**Run 1: logic cells by family**

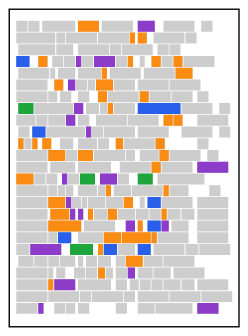
**Run 1: placed cells, one color a class**

Scale bar: 20 µm. Fill, decap, tap and diode cells in gray.
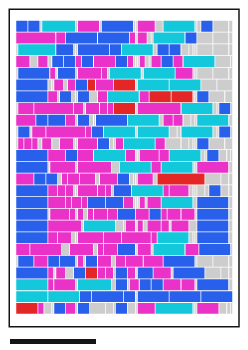
**Run 1: clock routing**

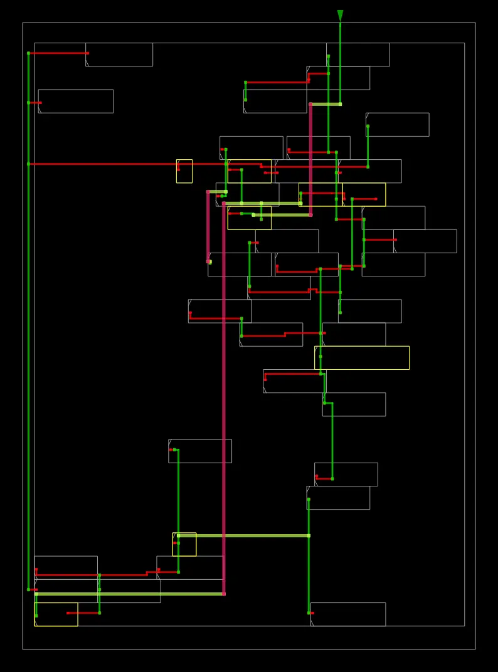
===== config.mk =====
export PLATFORM = sky130hd
export DESIGN_NAME = fft_sequencer_flat
export DESIGN_NICKNAME = d
export VERILOG_FILES = /design/src/rtl/fft_sequencer_if.sv /design/src/rtl/fft_sequencer.sv /design/src/flat_wrapper.sv
export SDC_FILE = /design/constraint.sdc
export NUM_CORES = 1
export LEC_CHECK = 0
export ABC_CLOCK_PERIOD_IN_PS = 1990
export CORE_ASPECT_RATIO = 1.4
export CORE_UTILIZATION = 43
export DETAILED_ROUTE_END_ITERATION = 10
export PLACE_DENSITY = 0.75
export REMOVE_ABC_BUFFERS = 1
export SLEW_MARGIN = 20
export SYNTH_ARGS = -nofsm -noshare
export SYNTH_HDL_FRONTEND = slang
export SYNTH_SLANG_ARGS = --single-unit

===== constraint.sdc =====
create_clock -name i_clk -period 1.99 [get_ports i_clk]
set_clock_uncertainty 0.1 [all_clocks]
set_input_delay 0.398 -clock i_clk [delete_from_list [all_inputs] [get_ports i_clk]]
set_output_delay 0.398 -clock i_clk [all_outputs]
set_load 0.1 [all_outputs]

===== src/rtl/fft_sequencer_if.sv =====
// Control bundle between the FFT sequencer and the input/output streams,
// sample RAM, butterfly pipeline and twiddle ROM.
interface fft_sequencer_if #(
    parameter int STAGES = 4
);
    localparam int SW = (STAGES > 1) ? $clog2(STAGES) : 1;

    logic              i_start;
    logic              i_in_valid;
    logic              o_in_ready;
    logic              o_load_we;
    logic [STAGES-1:0] o_load_addr;
    logic              o_rd_en;
    logic [STAGES-1:0] o_rd_addr_a;
    logic [STAGES-1:0] o_rd_addr_b;
    logic [STAGES-2:0] o_tw_idx;
    logic              o_wb_en;
    logic [STAGES-1:0] o_wb_addr_a;
    logic [STAGES-1:0] o_wb_addr_b;
    logic              o_out_rd_en;
    logic [STAGES-1:0] o_out_addr;
    logic              o_out_valid;
    logic [SW-1:0]     o_stage;
    logic              o_busy;
    logic              o_done;

    modport master (
        input  i_start, i_in_valid,
        output o_in_ready, o_load_we, o_load_addr,
        output o_rd_en, o_rd_addr_a, o_rd_addr_b, o_tw_idx,
        output o_wb_en, o_wb_addr_a, o_wb_addr_b,
        output o_out_rd_en, o_out_addr, o_out_valid,
        output o_stage, o_busy, o_done
    );

    modport slave (
        output i_start, i_in_valid,
        input  o_in_ready, o_load_we, o_load_addr,
        input  o_rd_en, o_rd_addr_a, o_rd_addr_b, o_tw_idx,
        input  o_wb_en, o_wb_addr_a, o_wb_addr_b,
        input  o_out_rd_en, o_out_addr, o_out_valid,
        input  o_stage, o_busy, o_done
    );
endinterface


===== src/rtl/fft_sequencer.sv =====
// In-place radix-2 DIT FFT sequencer: bit-reversed load, STAGES x (N/2 + BF_LAT) compute, natural-order unload.
// Input is stalled by i_in_valid gaps during LOAD only; compute and unload run free once started.
module fft_sequencer #(
    parameter int STAGES = 4,
    parameter int BF_LAT = 2
) (
    input  logic            i_clk,
    input  logic            i_rst,
    fft_sequencer_if.master bus
);
    localparam int KW = STAGES - 1;
    localparam int SW = (STAGES > 1) ? $clog2(STAGES) : 1;
    localparam int DW = (BF_LAT > 1) ? $clog2(BF_LAT) : 1;

    typedef enum logic [2:0] {
        S_IDLE,
        S_LOAD,
        S_COMPUTE,
        S_DRAIN,
        S_UNLOAD,
        S_DONE
    } state_t;

    state_t            state;
    state_t            state_nxt;
    logic [STAGES-1:0] cnt;
    logic [KW-1:0]     bf_k;
    logic [SW-1:0]     stage;
    logic [DW-1:0]     drain_cnt;

    logic              load_acc;
    logic              last_cnt;
    logic              last_bf;
    logic              last_stage;
    logic              last_drain;
    logic              rd_en;
    logic [STAGES-1:0] load_rev;
    logic [STAGES-1:0] k_ext;
    logic [STAGES-1:0] lo_mask;
    logic [STAGES-1:0] lo_bits;
    logic [STAGES-1:0] addr_a;
    logic [STAGES-1:0] addr_b;
    logic [STAGES-1:0] tw_full;
    logic [SW-1:0]     tw_shift;
    logic [STAGES-1:0] rd_a;
    logic [STAGES-1:0] rd_b;

    logic [BF_LAT-1:0] wb_vld;
    logic [STAGES-1:0] wb_pa [BF_LAT];
    logic [STAGES-1:0] wb_pb [BF_LAT];
    logic              out_vld;

    assign load_acc   = (state == S_LOAD) && bus.i_in_valid;
    assign last_cnt   = &cnt;
    assign last_bf    = &bf_k;
    assign last_stage = (stage == SW'(STAGES - 1));
    assign last_drain = (drain_cnt == DW'(BF_LAT - 1));
    assign rd_en      = (state == S_COMPUTE);

    always_comb begin
        state_nxt = state;
        unique case (state)
            S_IDLE:    if (bus.i_start) state_nxt = S_LOAD;
            S_LOAD:    if (load_acc && last_cnt) state_nxt = S_COMPUTE;
            S_COMPUTE: if (last_bf) state_nxt = S_DRAIN;
            S_DRAIN:   if (last_drain) state_nxt = last_stage ? S_UNLOAD : S_COMPUTE;
            S_UNLOAD:  if (last_cnt) state_nxt = S_DONE;
            S_DONE:    state_nxt = S_IDLE;
            default:   state_nxt = S_IDLE;
        endcase
    end

    // cnt serves both load and unload; it wraps to zero after N so no explicit clear is needed
    always_ff @(posedge i_clk) begin
        if (i_rst) begin
            state     <= S_IDLE;
            cnt       <= '0;
            bf_k      <= '0;
            stage     <= '0;
            drain_cnt <= '0;
        end else begin
            state <= state_nxt;
            if (load_acc || (state == S_UNLOAD)) cnt <= cnt + STAGES'(1);
            if (state == S_COMPUTE) bf_k <= bf_k + KW'(1);
            if (state == S_DRAIN) drain_cnt <= last_drain ? '0 : drain_cnt + DW'(1);
            if ((state == S_DRAIN) && last_drain && !last_stage) stage <= stage + SW'(1);
            if (state == S_DONE) stage <= '0;
        end
    end

    always_comb begin
        load_rev = '0;
        for (int i = 0; i < STAGES; i++) load_rev[i] = cnt[STAGES-1-i];
    end

    // Insert a zero at bit position 'stage' of k to get the upper operand of the pair
    assign tw_shift = SW'(STAGES - 1) - stage;
    always_comb begin
        k_ext   = {1'b0, bf_k};
        lo_mask = (STAGES'(1) << stage) - STAGES'(1);
        lo_bits = k_ext & lo_mask;
        addr_a  = ((k_ext & ~lo_mask) << 1) | lo_bits;
        addr_b  = addr_a | (STAGES'(1) << stage);
        tw_full = lo_bits << tw_shift;
    end

    assign rd_a = rd_en ? addr_a : '0;
    assign rd_b = rd_en ? addr_b : '0;

    always_ff @(posedge i_clk) begin
        if (i_rst) begin
            wb_vld  <= '0;
            out_vld <= 1'b0;
            for (int i = 0; i < BF_LAT; i++) begin
                wb_pa[i] <= '0;
                wb_pb[i] <= '0;
            end
        end else begin
            out_vld   <= (state == S_UNLOAD);
            wb_vld[0] <= rd_en;
            wb_pa[0]  <= rd_a;
            wb_pb[0]  <= rd_b;
            for (int i = 1; i < BF_LAT; i++) begin
                wb_vld[i] <= wb_vld[i-1];
                wb_pa[i]  <= wb_pa[i-1];
                wb_pb[i]  <= wb_pb[i-1];
            end
        end
    end

    assign bus.o_in_ready  = (state == S_LOAD);
    assign bus.o_load_we   = load_acc;
    assign bus.o_load_addr = load_acc ? load_rev : '0;
    assign bus.o_rd_en     = rd_en;
    assign bus.o_rd_addr_a = rd_a;
    assign bus.o_rd_addr_b = rd_b;
    assign bus.o_tw_idx    = rd_en ? tw_full[KW-1:0] : '0;
    assign bus.o_wb_en     = wb_vld[BF_LAT-1];
    assign bus.o_wb_addr_a = wb_pa[BF_LAT-1];
    assign bus.o_wb_addr_b = wb_pb[BF_LAT-1];
    assign bus.o_out_rd_en = (state == S_UNLOAD);
    assign bus.o_out_addr  = (state == S_UNLOAD) ? cnt : '0;
    assign bus.o_out_valid = out_vld;
    assign bus.o_stage     = stage;
    assign bus.o_busy      = (state != S_IDLE);
    assign bus.o_done      = (state == S_DONE);
endmodule

===== src/flat_wrapper.sv =====
// flat-port wrapper written by rule: the top's interface ports become plain ports
module fft_sequencer_flat 
#(
    parameter int STAGES = 4,
    parameter int BF_LAT = 2
)
  (i_clk, i_rst, bus_i_start, bus_i_in_valid, bus_o_in_ready, bus_o_load_we, bus_o_load_addr, bus_o_rd_en, bus_o_rd_addr_a, bus_o_rd_addr_b, bus_o_tw_idx, bus_o_wb_en, bus_o_wb_addr_a, bus_o_wb_addr_b, bus_o_out_rd_en, bus_o_out_addr, bus_o_out_valid, bus_o_stage, bus_o_busy, bus_o_done);
  fft_sequencer_if #(.STAGES(STAGES)) bus_i ();
  input  logic i_clk;
  input  logic i_rst;
  input wire logic [$bits(bus_i.i_start)-1:0] bus_i_start;
  input wire logic [$bits(bus_i.i_in_valid)-1:0] bus_i_in_valid;
  output wire logic [$bits(bus_i.o_in_ready)-1:0] bus_o_in_ready;
  output wire logic [$bits(bus_i.o_load_we)-1:0] bus_o_load_we;
  output wire logic [$bits(bus_i.o_load_addr)-1:0] bus_o_load_addr;
  output wire logic [$bits(bus_i.o_rd_en)-1:0] bus_o_rd_en;
  output wire logic [$bits(bus_i.o_rd_addr_a)-1:0] bus_o_rd_addr_a;
  output wire logic [$bits(bus_i.o_rd_addr_b)-1:0] bus_o_rd_addr_b;
  output wire logic [$bits(bus_i.o_tw_idx)-1:0] bus_o_tw_idx;
  output wire logic [$bits(bus_i.o_wb_en)-1:0] bus_o_wb_en;
  output wire logic [$bits(bus_i.o_wb_addr_a)-1:0] bus_o_wb_addr_a;
  output wire logic [$bits(bus_i.o_wb_addr_b)-1:0] bus_o_wb_addr_b;
  output wire logic [$bits(bus_i.o_out_rd_en)-1:0] bus_o_out_rd_en;
  output wire logic [$bits(bus_i.o_out_addr)-1:0] bus_o_out_addr;
  output wire logic [$bits(bus_i.o_out_valid)-1:0] bus_o_out_valid;
  output wire logic [$bits(bus_i.o_stage)-1:0] bus_o_stage;
  output wire logic [$bits(bus_i.o_busy)-1:0] bus_o_busy;
  output wire logic [$bits(bus_i.o_done)-1:0] bus_o_done;
  assign bus_i.i_start = bus_i_start;
  assign bus_i.i_in_valid = bus_i_in_valid;
  assign bus_o_in_ready = bus_i.o_in_ready;
  assign bus_o_load_we = bus_i.o_load_we;
  assign bus_o_load_addr = bus_i.o_load_addr;
  assign bus_o_rd_en = bus_i.o_rd_en;
  assign bus_o_rd_addr_a = bus_i.o_rd_addr_a;
  assign bus_o_rd_addr_b = bus_i.o_rd_addr_b;
  assign bus_o_tw_idx = bus_i.o_tw_idx;
  assign bus_o_wb_en = bus_i.o_wb_en;
  assign bus_o_wb_addr_a = bus_i.o_wb_addr_a;
  assign bus_o_wb_addr_b = bus_i.o_wb_addr_b;
  assign bus_o_out_rd_en = bus_i.o_out_rd_en;
  assign bus_o_out_addr = bus_i.o_out_addr;
  assign bus_o_out_valid = bus_i.o_out_valid;
  assign bus_o_stage = bus_i.o_stage;
  assign bus_o_busy = bus_i.o_busy;
  assign bus_o_done = bus_i.o_done;
  fft_sequencer #(.STAGES(STAGES), .BF_LAT(BF_LAT)) u_core (.i_clk(i_clk), .i_rst(i_rst), .bus(bus_i));
endmodule

==> qor.yml, run 1 <==
outcome: "finished with violations"
failed_checks: "setup timing"
synth_area_mm2: 0.00155
hold_depth: 1
cts_tree: "built"
hp-class: "reg -> reg"
seqCellArea_um2: 651
path_class: "reg -> out"
synth-main-ff-cell: "dfxtp_1"
rsz0062_at_grt: "true"
synth_chip_area_mm2: 0.00155
clkCellAreaFrac: 0.0383
logic_area_mm2: 0.00105
synth_top_cell_by_count: "dfxtp_1"
grt.total_usage: 0.258
cts_sinks: 32
timing.rr.end: "u_core.state[0]"
setup_viol: 12
syn_inst: 172
taps: 40
ys_cells: 172
fin_crit_sh: 1.23
num-nonclk-inverters: 9
max-slew-margin-rel: 0.740
ys.flops: 32
path_max_fanout: 4
hold_viol: 0
hp-start: "u_core.wb_pa[0][1]"
fp_util: 0.455
antenna_found_initial: 0
detail_route.wl_per_cell_um: 20.6
maxSlewViolCount: 0
layout_min_cycle_time_ns: 2.45
crit_required_ns: 1.49
setup_ws_ns: -0.462
cp_num_buf_inv: 4
Back to the opening pictures, 'logic cells by family':
| family | color | cells |
|---|---|---|
| multiplexers | green | 4 |
| NOR gates | orange | 43 |
| NAND gates | purple | 20 |
| XOR/XNOR gates | blue | 8 |
Comb/total area: 0.361
most instantiated logic cell after routing: buf_4
Non-Filler Instances: 288

Back to the opening pictures, 'placed cells, one color a class':
| class | color | cells |
|---|---|---|
| clock drivers and dummy loads | red | 8 |
| flip-flops | cyan | 32 |
| all other logic | magenta | 126 |
| other buffers and delay cells | blue | 82 |
Util after Layout: 0.853
fraction of area in registers: 0.224
core area: 0.00341 mm²
site row count: 25

Back to the opening pictures, 'clock routing':
clock buf count: 5
clock network power: 0.000648 W

==> run 1: sequential cells by signal (all words and copies together) (netlist names) <==
register and flops:
u_core.wb_pa 8, u_core.wb_pb 8, u_core.cnt 4, u_core.bf_k 3, u_core.state 3, u_core.bus.o_stage 2
u_core.wb_vld 2, u_core.bus.o_out_valid 1, u_core.drain_cnt 1
==> run 1: where the power goes <==
part           switching (W)  internal [W]
registers          0.0000356      0.000661
clock network       0.000277      0.000371
logic               0.000402      0.000256
==> run 1: routing by layer <==
layer / share of wire / vias up / GRT usage
met5: 0 / - / 0
met2: 0.53 / 96 / 0.477
met4: 0.053 / 0 / 0.149
met3: 0.060 / 32 / 0.0521
li1: - / 718 / -
met1: 0.35 / 772 / 0.256
==> run 1: logic make-up after synthesis <==
logic type | Yosys count | synth area share
AND-OR/OR-AND | 21 | 0.101
XOR/XNOR | 8 | 0.0451
adder cells (fa/ha/maj) | 7 | 0.0564
buffers and inverters | 23 | 0.0846
flip-flops | 32 | 0.413
multiplexers | 4 | 0.0290
AND/OR/NAND/NOR | 77 | 0.272
==> run 1: how the worst max path moves through the flow <==
stage	from	end	slack (ns)	cells past startpoint
global placement	u_core.bus.o_stage[0]	bus_o_tw_idx[2]	-0.06	7
finish	u_core.bus.o_stage[1]	bus_o_tw_idx[1]	-0.46	8
global route	u_core.bus.o_stage[1]	bus_o_tw_idx[1]	-0.49	8
detailed placement	u_core.bus.o_stage[0]	bus_o_tw_idx[2]	-0.12	7
CTS	u_core.bus.o_stage[0]	bus_o_tw_idx[1]	-0.22	8
floorplan	u_core.bus.o_stage[0]	bus_o_tw_idx[0]	-3.12	4
==> run 1: what timing repair did <==
item,CTS,global route
buffers inserted,3,15
endpoints found under the setup margin,22,22
pin swaps,10,12
hold buffers,0,0
cloned,0,0
gates resized,54,26
**Run 1: signal wires on met2**

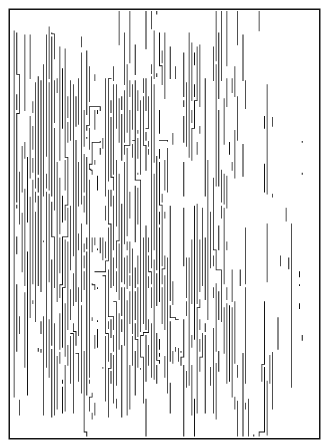

==> inputs of run 2 (changes only) <==
CORE_ASPECT_RATIO = default   (was 1.4)
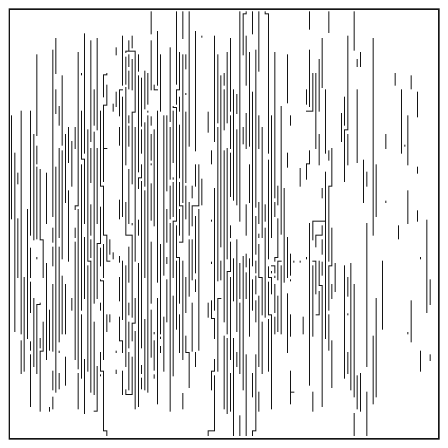
**Above:** run 2 (signal wires on met2).
share of all routed wire: 52%
nets with wire on the layer: 249
main direction: vertical
wire length on this layer: 3140 µm
longest straight run: 40.1 µm
GRT met2 Usage: 0.500
via count: 1643
final wirelength: 6040 µm

==> run 2 against run 1 <==
Against the previous run: the run still ends with setup timing left; sequential power down 1%; routed wire length up 1.7%; first-iteration DRC count up 88%; worst hold slack better by 0.0050 ns; combinational power up 18%; critical path depth unchanged; final area up 2.6%; via count up 1.5%; global-route usage up 2.7 points; count of clock-buffer cells in the layout unchanged; clock power down 23%; synthesized area unchanged; largest power group is now combinational cells.
==> qor.yml, run 2 <==
synth_area_mm2: 0.00155  # unchanged
comb_share: 0.351  # -0.0109
outcome: "finished with violations"
lay_top_count: "buf_4"
setup_viol: 19  # +7
layout_min_cycle_time_ns: 2.43  # -0.0245 ns
hold_depth: 1  # unchanged
path_max_fanout: 4  # unchanged
setup_ws_ns: -0.438  # +0.0245 ns
failed_checks: "setup timing"
grt_use_met3: 0.0787  # +0.0266
fp-row-count: 21  # -16%
wl_met2_um: 3140  # -0.82%
detail_route.wl_per_cell_um: 19.8  # -4.0%
synth_chip_area_mm2: 0.00155  # unchanged
crit_required_ns: 1.49  # about the same
hp-start: "u_core.wb_pb[0][3]"
maxSlewViolCount: 0  # unchanged
grtUsageMet1: 0.316  # +0.0598
max-slew-margin-rel: 0.738  # -0.00271
core_mm2: 0.00339  # -0.59%
wl_met1_um: 2310  # +10%
final_core_util: 0.880  # +0.0276
ys.flops: 32  # unchanged
hp-class: "reg -> reg"
ys_cells: 172  # unchanged
synth_top_cell_by_count: "dfxtp_1"
rsz0062_at_grt: "true"
path_class: "reg -> out"
nClkBuffers: 5  # unchanged
syn_inst: 172  # unchanged
fp_util: 0.458  # +0.00269
antenna_found_initial: 0  # unchanged
grt-busiest-layer: "met2"
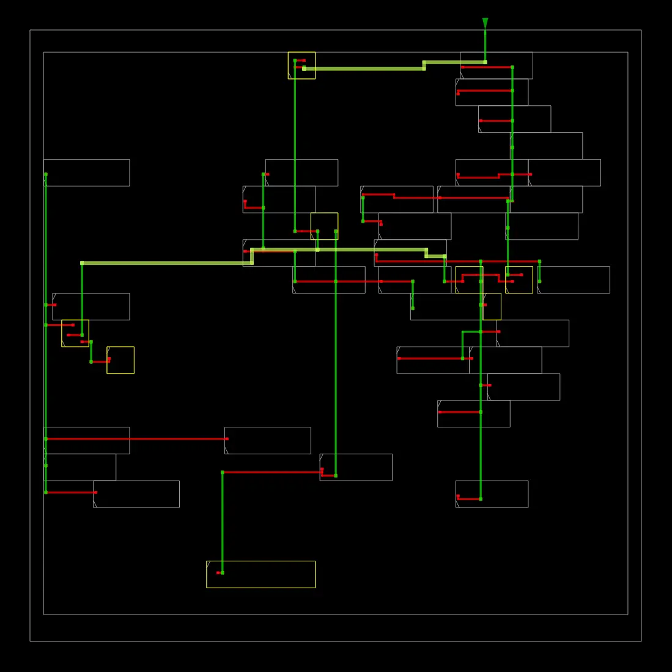
**Above:** run 2 (clock routing).
clk ins delay skew pair: 0.34 ns
Sinks on Clock Net: 32
clock network power: 0.000502 W
flip-flops: 32
CTS buffer count: 5

-- run 2: worst max-delay path by stage --
| stage | start | to | slack, ns | depth (start not counted) |
|---|---|---|---|---|
| after floorplan | u_core.bus.o_stage[0] | bus_o_tw_idx[0] | -3.12 | 4 |
| after global placement | u_core.bus.o_stage[0] | bus_o_tw_idx[2] | -0.10 | 7 |
| after detailed placement | u_core.bus.o_stage[0] | bus_o_tw_idx[2] | -0.21 | 7 |
| after CTS | u_core.bus.o_stage[1] | bus_o_tw_idx[1] | -0.35 | 8 |
| after global routing | u_core.bus.o_stage[1] | bus_o_tw_idx[1] | -0.51 | 8 |
| final | u_core.bus.o_stage[0] | bus_o_tw_idx[1] | -0.44 | 8 |
-- run 2: report_power, final --
group | total [W] | switching, W | internal [W] | leakage [nW]
clock network | 0.000502 | 0.000241 | 0.000262 | 0.0412
logic | 0.000774 | 0.000440 | 0.000334 | 0.968
registers | 0.000688 | 0.0000292 | 0.000659 | 0.262
-- run 2: cell families after synthesis --
logic type / after synthesis / synth area share
AND-OR/OR-AND: 21 / 0.101
XOR/XNOR: 8 / 0.0451
adder cells (fa/ha/maj): 7 / 0.0564
buffers and inverters: 23 / 0.0846
flip-flops: 32 / 0.413
multiplexers: 4 / 0.0290
AND/OR/NAND/NOR: 77 / 0.272
-- run 2: metrics by stage --
stage          total power (W)  area [µm²]  hold slack, ns
6_report               0.00196        2980           0.351
5_1_grt                0.00201        2980           0.367
4_1_cts                0.00192        2800           0.349
3_5_place_dp           0.00128        2350           0.325
3_3_place_gp           0.00126        2350           0.322
2_1_floorplan          0.00104        1460           0.314
-- run 2: repair_timing --
action / in CTS / in global routing
pin swaps: 14 / 11
cloned: 0 / 0
resized: 61 / 25
setup buffers: 18 / 10
endpoints found under the setup margin: 22 / 23
No activity file was given, so power comes from the tool's default toggle rates.
